`config.mk`:
```
export PLATFORM = sky130hd
export DESIGN_NAME = branch_resolver
export DESIGN_NICKNAME = d
export VERILOG_FILES = /design/src/rtl/branch_resolver_pkg.sv /design/src/rtl/branch_resolver_ras.sv /design/src/rtl/branch_resolver.sv
export SDC_FILE = /design/constraint.sdc
export NUM_CORES = 1
export LEC_CHECK = 0
export ABC_AREA = 1
export CAP_MARGIN = 40
export CORE_UTILIZATION = 55
export CTS_CLUSTER_SIZE = 28
export DETAILED_ROUTE_END_ITERATION = 7
export PLACE_DENSITY = 0.86
export SYNTH_ARGS = -nofsm -noshare
export SYNTH_HDL_FRONTEND = slang
export SYNTH_SLANG_ARGS = --single-unit
export TNS_END_PERCENT = 30
```
`constraint.sdc`:
```
create_clock -name i_clock -period 6.3 [get_ports i_clock]
set_clock_uncertainty 0.1 [all_clocks]
set_input_delay 1.89 -clock i_clock [delete_from_list [all_inputs] [get_ports i_clock]]
set_output_delay 1.89 -clock i_clock [all_outputs]
set_load 0.005 [all_outputs]
```
`src/rtl/branch_resolver_pkg.sv`:
```
// Shared decode constants for the branch resolver: opcode values, field geometry, FSM states.
// Latency: n/a (constants only).
// Backpressure: n/a.
//
// Contents: opcode values OP_BEQ..OP_RET, opcode field width (opcode sits in the top
// OPC_W bits of the instruction), branch offset field geometry (sign bit and magnitude width).
package branch_resolver_pkg;

  localparam int OPC_W = 4;

  localparam logic [OPC_W-1:0] OP_BEQ  = 4'd1;
  localparam logic [OPC_W-1:0] OP_BNE  = 4'd2;
  localparam logic [OPC_W-1:0] OP_BLT  = 4'd3;
  localparam logic [OPC_W-1:0] OP_JMP  = 4'd4;
  localparam logic [OPC_W-1:0] OP_CALL = 4'd5;
  localparam logic [OPC_W-1:0] OP_RET  = 4'd6;

  // Branch field: [BR_SIGN_BIT] = direction (1 = backward), [BR_MAG_W-1:0] = magnitude.
  localparam int BR_SIGN_BIT = 5;
  localparam int BR_MAG_W    = 5;
  localparam int BR_FIELD_W  = BR_SIGN_BIT + 1;

  // Resolver FSM encoding.
  localparam logic [0:0] ST_RUN    = 1'b0;
  localparam logic [0:0] ST_SQUASH = 1'b1;

endpackage

```
`src/rtl/branch_resolver_ras.sv`:
```
// Circular return-address stack; a push when full overwrites the oldest entry.
// Latency: push/pop take effect at the next rising edge; o_top/o_empty/o_full are registered state.
// Backpressure: none; a pop while empty is ignored, a push while full still succeeds.
//
// Ports: i_clk, i_reset (sync, active-high), i_push, i_pop, i_push_data[AW],
//        o_top[AW] (most recent entry), o_empty, o_full.
module return_address_stack #(
  parameter int AW        = 10,
  parameter int RAS_DEPTH = 4
) (
  input  logic          i_clk,
  input  logic          i_reset,
  input  logic          i_push,
  input  logic          i_pop,
  input  logic [AW-1:0] i_push_data,
  output logic [AW-1:0] o_top,
  output logic          o_empty,
  output logic          o_full
);

  localparam int PW = $clog2(RAS_DEPTH);

  logic [AW-1:0] r_mem [RAS_DEPTH];
  logic [PW-1:0] r_ptr;   // index of the current top entry
  logic [PW:0]   r_cnt;   // live entries, saturates at RAS_DEPTH
  logic [PW-1:0] w_wr_ptr;

  // When full, the slot after the top is the oldest entry, so wrapping the
  // pointer gives the overwrite-oldest behaviour for free.
  assign w_wr_ptr = r_ptr + PW'(1);
  assign o_top    = r_mem[r_ptr];
  assign o_empty  = (r_cnt == '0);
  assign o_full   = (r_cnt == (PW+1)'(RAS_DEPTH));

  always_ff @(posedge i_clk) begin
    if (i_reset) begin
      r_ptr <= '0;
      r_cnt <= '0;
    end else if (i_push) begin
      r_ptr <= w_wr_ptr;
      if (!o_full) r_cnt <= r_cnt + (PW+1)'(1);
    end else if (i_pop && !o_empty) begin
      r_ptr <= r_ptr - PW'(1);
      r_cnt <= r_cnt - (PW+1)'(1);
    end
  end

  // Storage needs no reset: the entry count alone decides what is valid.
  always_ff @(posedge i_clk) begin
    if (!i_reset && i_push) r_mem[w_wr_ptr] <= i_push_data;
  end

endmodule

```
`src/rtl/branch_resolver.sv`:
```
// Decodes control-flow instructions, resolves branches/jumps/returns and squashes wrong-path fetches.
// Latency: instruction presented in a cycle -> redirect outputs registered at the following edge.
// Backpressure: none; while squashing, each valid instruction is dropped and o_squash flags it.
//
// Ports: i_clock, i_reset (sync, active-high), i_valid, i_instruction[IW], i_ip[AW],
//        i_reg_a[DW], i_reg_b[DW] (signed for BLT), o_branch_taken, o_jump_taken,
//        o_branch_address[AW], o_squash (combinational), o_ras_error.
module branch_resolver
  import branch_resolver_pkg::*;
#(
  parameter int IW            = 16,
  parameter int AW            = 10,
  parameter int DW            = 16,
  parameter int RAS_DEPTH     = 4,
  parameter int SQUASH_CYCLES = 2
) (
  input  logic          i_clock,
  input  logic          i_reset,
  input  logic          i_valid,
  input  logic [IW-1:0] i_instruction,
  input  logic [AW-1:0] i_ip,
  input  logic [DW-1:0] i_reg_a,
  input  logic [DW-1:0] i_reg_b,
  output logic          o_branch_taken,
  output logic          o_jump_taken,
  output logic [AW-1:0] o_branch_address,
  output logic          o_squash,
  output logic          o_ras_error
);

  localparam int CW = $clog2(SQUASH_CYCLES + 1);

  logic [0:0]       r_state;
  logic [CW-1:0]    r_sq_cnt;
  logic             r_branch_taken;
  logic             r_jump_taken;
  logic [AW-1:0]    r_branch_address;
  logic             r_ras_error;

  logic [OPC_W-1:0] w_opcode;
  logic             w_active;
  logic             w_is_branch;
  logic             w_cond;
  logic             w_br_taken;
  logic             w_jmp_taken;
  logic             w_ras_err;
  logic             w_push;
  logic             w_pop;
  logic [AW-1:0]    w_target;
  logic [AW-1:0]    w_ret_addr;
  logic [AW-1:0]    w_ras_top;
  logic             w_ras_empty;
  logic             w_ras_full;
  logic             w_unused;

  assign w_opcode = i_instruction[IW-1 -: OPC_W];
  // Bits between the opcode and the jump target carry nothing for this block.
  assign w_unused = ^i_instruction[IW-OPC_W-1:AW];

  // Only instructions seen in RUN are architecturally executed.
  assign w_active = i_valid && (r_state == ST_RUN);

  assign w_is_branch = (w_opcode == OP_BEQ) || (w_opcode == OP_BNE) || (w_opcode == OP_BLT);

  always_comb begin
    w_cond = 1'b0;
    case (w_opcode)
      OP_BEQ:  w_cond = (i_reg_a == i_reg_b);
      OP_BNE:  w_cond = (i_reg_a != i_reg_b);
      OP_BLT:  w_cond = ($signed(i_reg_a) < $signed(i_reg_b));
      default: w_cond = 1'b0;
    endcase
  end

  assign w_br_taken  = w_active && w_is_branch && w_cond;
  // A RET with nothing on the stack has no target, so it does not redirect.
  assign w_jmp_taken = w_active && ((w_opcode == OP_JMP) || (w_opcode == OP_CALL) ||
                                    ((w_opcode == OP_RET) && !w_ras_empty));
  assign w_ras_err   = w_active && (((w_opcode == OP_CALL) && w_ras_full) ||
                                    ((w_opcode == OP_RET)  && w_ras_empty));
  assign w_push      = w_active && (w_opcode == OP_CALL);
  assign w_pop       = w_active && (w_opcode == OP_RET) && !w_ras_empty;
  assign w_ret_addr  = i_ip + AW'(1);

  always_comb begin
    w_target = '0;
    case (w_opcode)
      OP_JMP, OP_CALL: w_target = i_instruction[AW-1:0];
      OP_RET:          w_target = w_ras_top;
      // Branch offset leaves unchanged, zero-extended; the fetch side applies it.
      default:         w_target = {{(AW-BR_FIELD_W){1'b0}}, i_instruction[BR_FIELD_W-1:0]};
    endcase
  end

  return_address_stack #(
    .AW        (AW),
    .RAS_DEPTH (RAS_DEPTH)
  ) u_ras (
    .i_clk       (i_clock),
    .i_reset     (i_reset),
    .i_push      (w_push),
    .i_pop       (w_pop),
    .i_push_data (w_ret_addr),
    .o_top       (w_ras_top),
    .o_empty     (w_ras_empty),
    .o_full      (w_ras_full)
  );

  always_ff @(posedge i_clock) begin
    if (i_reset) begin
      r_state  <= ST_RUN;
      r_sq_cnt <= '0;
    end else if (r_state == ST_RUN) begin
      if (w_br_taken || w_jmp_taken) begin
        r_state  <= ST_SQUASH;
        r_sq_cnt <= CW'(SQUASH_CYCLES);
      end
    end else if (i_valid) begin
      // Only real (valid) fetches count toward the wrong-path window.
      r_sq_cnt <= r_sq_cnt - CW'(1);
      if (r_sq_cnt == CW'(1)) r_state <= ST_RUN;
    end
  end

  always_ff @(posedge i_clock) begin
    if (i_reset) begin
      r_branch_taken   <= 1'b0;
      r_jump_taken     <= 1'b0;
      r_branch_address <= '0;
      r_ras_error      <= 1'b0;
    end else begin
      r_branch_taken <= w_br_taken;
      r_jump_taken   <= w_jmp_taken;
      r_ras_error    <= w_ras_err;
      if (w_br_taken || w_jmp_taken) r_branch_address <= w_target;
    end
  end

  assign o_branch_taken   = r_branch_taken;
  assign o_jump_taken     = r_jump_taken;
  assign o_branch_address = r_branch_address;
  assign o_ras_error      = r_ras_error;
  assign o_squash         = (r_state == ST_SQUASH) && i_valid;

endmodule

```
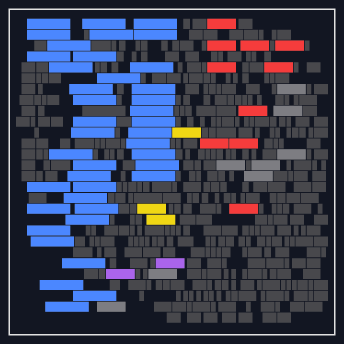
Figure 1: where the registers sit.
Drawn at 4 px/um. Other sequential cells in the stronger gray, the rest of the logic in the fainter gray.
[u_ras.r_ptr] purple | flops: 2
[u_ras.r_cnt] yellow | flops: 3
[o_branch_address] red | flops: 10 | where: top right
[u_ras.r_mem] blue | flops: 40
not colored: 8

==> results.txt <==
run metrics: final standard cell utilization of the core 74.2%, vias in the first global route 2696, standard-cell row count 28, capturing element type of the critical path primary output, GRT Max-Usage Layer met2, Routed WL 7.40 mm, time the worst path needs with I/O delays and setup 5.12 ns, clock tree from TritonCTS built, Setup Total Neg Slack 0 ns, required time reported for the critical path endpoint 4.31 ns, post-CTS setup buffer count 0, Cell variety after synth 33, worst slew pin tran 0.784 ns, Antenna Diode Count 0, capture point of the worst path o_squash, Fin. Hold Viols 0, number of clock buffers inserted by TritonCTS 9, htree depth 3, worst hold path startpoint r_sq_cnt[0]$_SDFFE_PP0P_, count of TritonRoute iterations in the first routing pass 4, worst supply voltage drop on vdd 0.000163 V, most used cells in the layout excluding fill and tap cells 72 x clkdlybuf4s50_1, 64 x nand2_1, 60 x inv_1, 40 x edfxtp_1, count of buffers from port buffering 72, HPWL after detailed placement 5.61 mm, synth warn 0, FILL cells 425, post-synthesis net count 464, M2 GR Usage 42.2%, static leakage 1.96 nW, total cells reported by yosys after synthesis 380, number of sinks on the clock net 63, routing usage on met1 29.2%, final worst-path cycle share 81.2%, destination of the worst hold path r_sq_cnt[0]$_SDFFE_PP0P_, final standard cell count with taps included and fillers excluded 536, number of DRC markers after the initial detailed-route iteration 104, total of hold buffers inserted after clock tree synthesis 0, fraction of layout cells with a size suffix above 1 10.4%, detail-routed net length per standard cell 13.8 um, worst setup path class primary input to primary output, setup repair after global routing missed its margin false, Die Y-Extent 81.0 um, remaining routing DRC violations 0, io pins 75, setup slack at placement 1.20 ns, post-layout net count 540, top logic cell by instance count in the layout clkdlybuf4s50_1, overflow left after global routing 0, DIE WIDTH 81.0 um, Seq cells post-synth 63, result of the run finished clean, cell area after technology mapping 0.00343 mm^2, post-synthesis sequential area ratio 48.4%, Crit. Startpoint i_valid, number of cells on the worst hold path 1, buffer depth of the longest clock path 2, layout-stage area growth over the synthesis result 28.8%, global-route total usage across every layer 24.9%, chip footprint 0.00656 mm^2, initial antenna violation count 0, R2R depth 6, number of instances in the synthesized netlist 380, gpl congestion 0.880, CORE AREA 0.00596 mm^2, Max-Slew Margin vs Limit 47.6%, setup slack of the most critical reg-to-reg path 4.04 ns, number of OpenROAD warnings 31, total via count in the routed design 2787, reg-to-reg critical path endpoint o_branch_address[8]$_SDFFE_PP0P_, Clock Root Buffer clkbuf_8, clock-pin slew of the registers on the worst-case setup and hold paths 0.07 ns, Post-Route Hold Slack 0.372 ns, Placed Instances 520, mean area per synthesized cell 9.03 um^2, insertion delay of the later-clocked pin in the worst-skew pair 0.34 ns, global routing met3 resource utilization 5.62%, highest achievable clock rate 0.195 GHz, vias per std cell 5.20, effective utilization at floorplan 57.6%, CTS-repair resized insts 0, Hold/Removal Path Class flop to flop, post-synth area from yosys stat 0.00343 mm^2, Final setup viols 0, Max Cap Violations 0, Max Fanout on Critical Path 4, number of nets with antenna violations after routing 0, largest net degree at the start of global routing 26, PwrDens 209 mW/mm^2, Data arrival, critical path 3.13 ns, Max Slew Vio Count 0, global-route wire length before repair 12.1 mm, startpoint kind of the worst setup timing path primary input
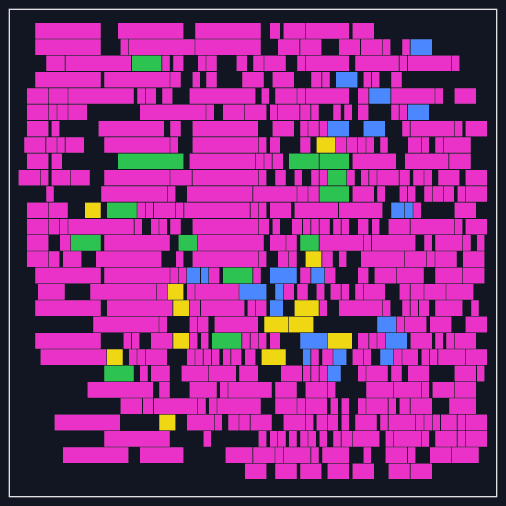
Figure 2: drive-strength map.
Drawn at 6 px/um.
[_3 and _4 cells] yellow | cells: 13 | share: 2.8%
[_6 and larger] green | cells: 13 | share: 2.8%
[_2 cells] blue | cells: 22 | share: 4.8%
[_0 and _1 cells] magenta | cells: 413 | share: 90%
post-layout instance area: 0.00442 mm^2
non-clock buffer total of the final layout: 77
final critical-path setup slack: 1.18 ns

[area by class of cell]
cell class	instances	area (um^2)	area share (%)
clock inverter	7	80.1	1.81
timing repair buffer	77	758	17.2
inverter	64	240	5.44
sequential	63	1660	37.6
tap	75	93.8	2.12
multi-input combinational	241	1460	33.1
clock buffer	9	124	2.80
[synthesized netlist by cell type]
| cell type | number | share of area [%] |
|---|---|---|
| buf_2 | 4 | 0.58 |
| nor2_1 | 36 | 3.9 |
| o21a_1 | 1 | 0.22 |
| a21oi_1 | 36 | 5.3 |
| a21oi_2 | 1 | 0.26 |
| dfxtp_1 | 23 | 13 |
| buf_4 | 1 | 0.22 |
| nand2_2 | 4 | 0.73 |
| edfxtp_1 | 40 | 35 |
| a21o_1 | 1 | 0.22 |
| nand2_4 | 2 | 0.66 |
| nor3_2 | 1 | 0.29 |
| fa_1 | 1 | 0.58 |
| a31oi_2 | 1 | 0.36 |
| ha_1 | 22 | 8.0 |
| nand4_1 | 2 | 0.36 |
| nand3_2 | 6 | 1.8 |
| a211oi_2 | 1 | 0.36 |
| nor2_2 | 3 | 0.55 |
| o21bai_1 | 1 | 0.22 |
| nor3_1 | 4 | 0.58 |
| inv_2 | 4 | 0.44 |
| o21ai_1 | 4 | 0.58 |
| a32o_1 | 10 | 2.9 |
| nor4_2 | 1 | 0.36 |
| o21ai_0 | 8 | 1.2 |
| clkbuf_1 | 5 | 0.55 |
| buf_6 | 2 | 0.66 |
| nand2_1 | 64 | 7.0 |
| xor2_1 | 10 | 2.6 |
| inv_1 | 60 | 6.6 |
| nand3_1 | 18 | 2.6 |
| nor2_4 | 3 | 0.98 |
[metrics by stage]
stage | area, um^2 | power, mW
5_1_grt | 4420 | 0.968
6_report | 4420 | 0.925
3_5_place_dp | 4210 | 0.580
3_3_place_gp | 4180 | 0.575
4_1_cts | 4420 | 0.933
2_1_floorplan | 3430 | 0.520
[report_power, final]
part	internal (mW)	switching, mW
Combinational	0.0648	0.0566
Sequential	0.445	0.00408
Clock	0.187	0.167
[sequential cells by signal, indices dropped and copies added, names as in the netlist, named ones only]
| name | flops |
|---|---|
| u_ras.r_mem | 40 |
| o_branch_address | 10 |
| u_ras.r_cnt | 3 |
| r_sq_cnt | 2 |
| u_ras.r_ptr | 2 |
| o_branch_taken | 1 |
| o_jump_taken | 1 |
| o_ras_error | 1 |
| r_state | 1 |
[metal layers]
layer	routed length (um)	vias up	part of all wire [%]
li1	-	1412	-
met1	3030	1260	41
met2	3730	99	50
met3	484	16	6.5
met4	155	0	2.1
met5	0	-	0
[kinds of logic after synthesis]
group                      count (synthesis)  synth area share (%)
DFF                                       63                  48.4
AOI/OAI and AO/OA                         64                  11.6
and+or+nand+nor                          144                  19.8
adders and majority gates                 23                  8.61
xor gates and xnor gates                  10                  2.55
buffers and inverters                     76                  9.01
[critical path, cell delays in order]
cell and delay [ns]:
clkdlybuf4s50_1 0.52, nand2_1 0.12, inv_1 0.09, clkdlybuf4s50_1 0.50
Power and IR drop assume default switching activity.
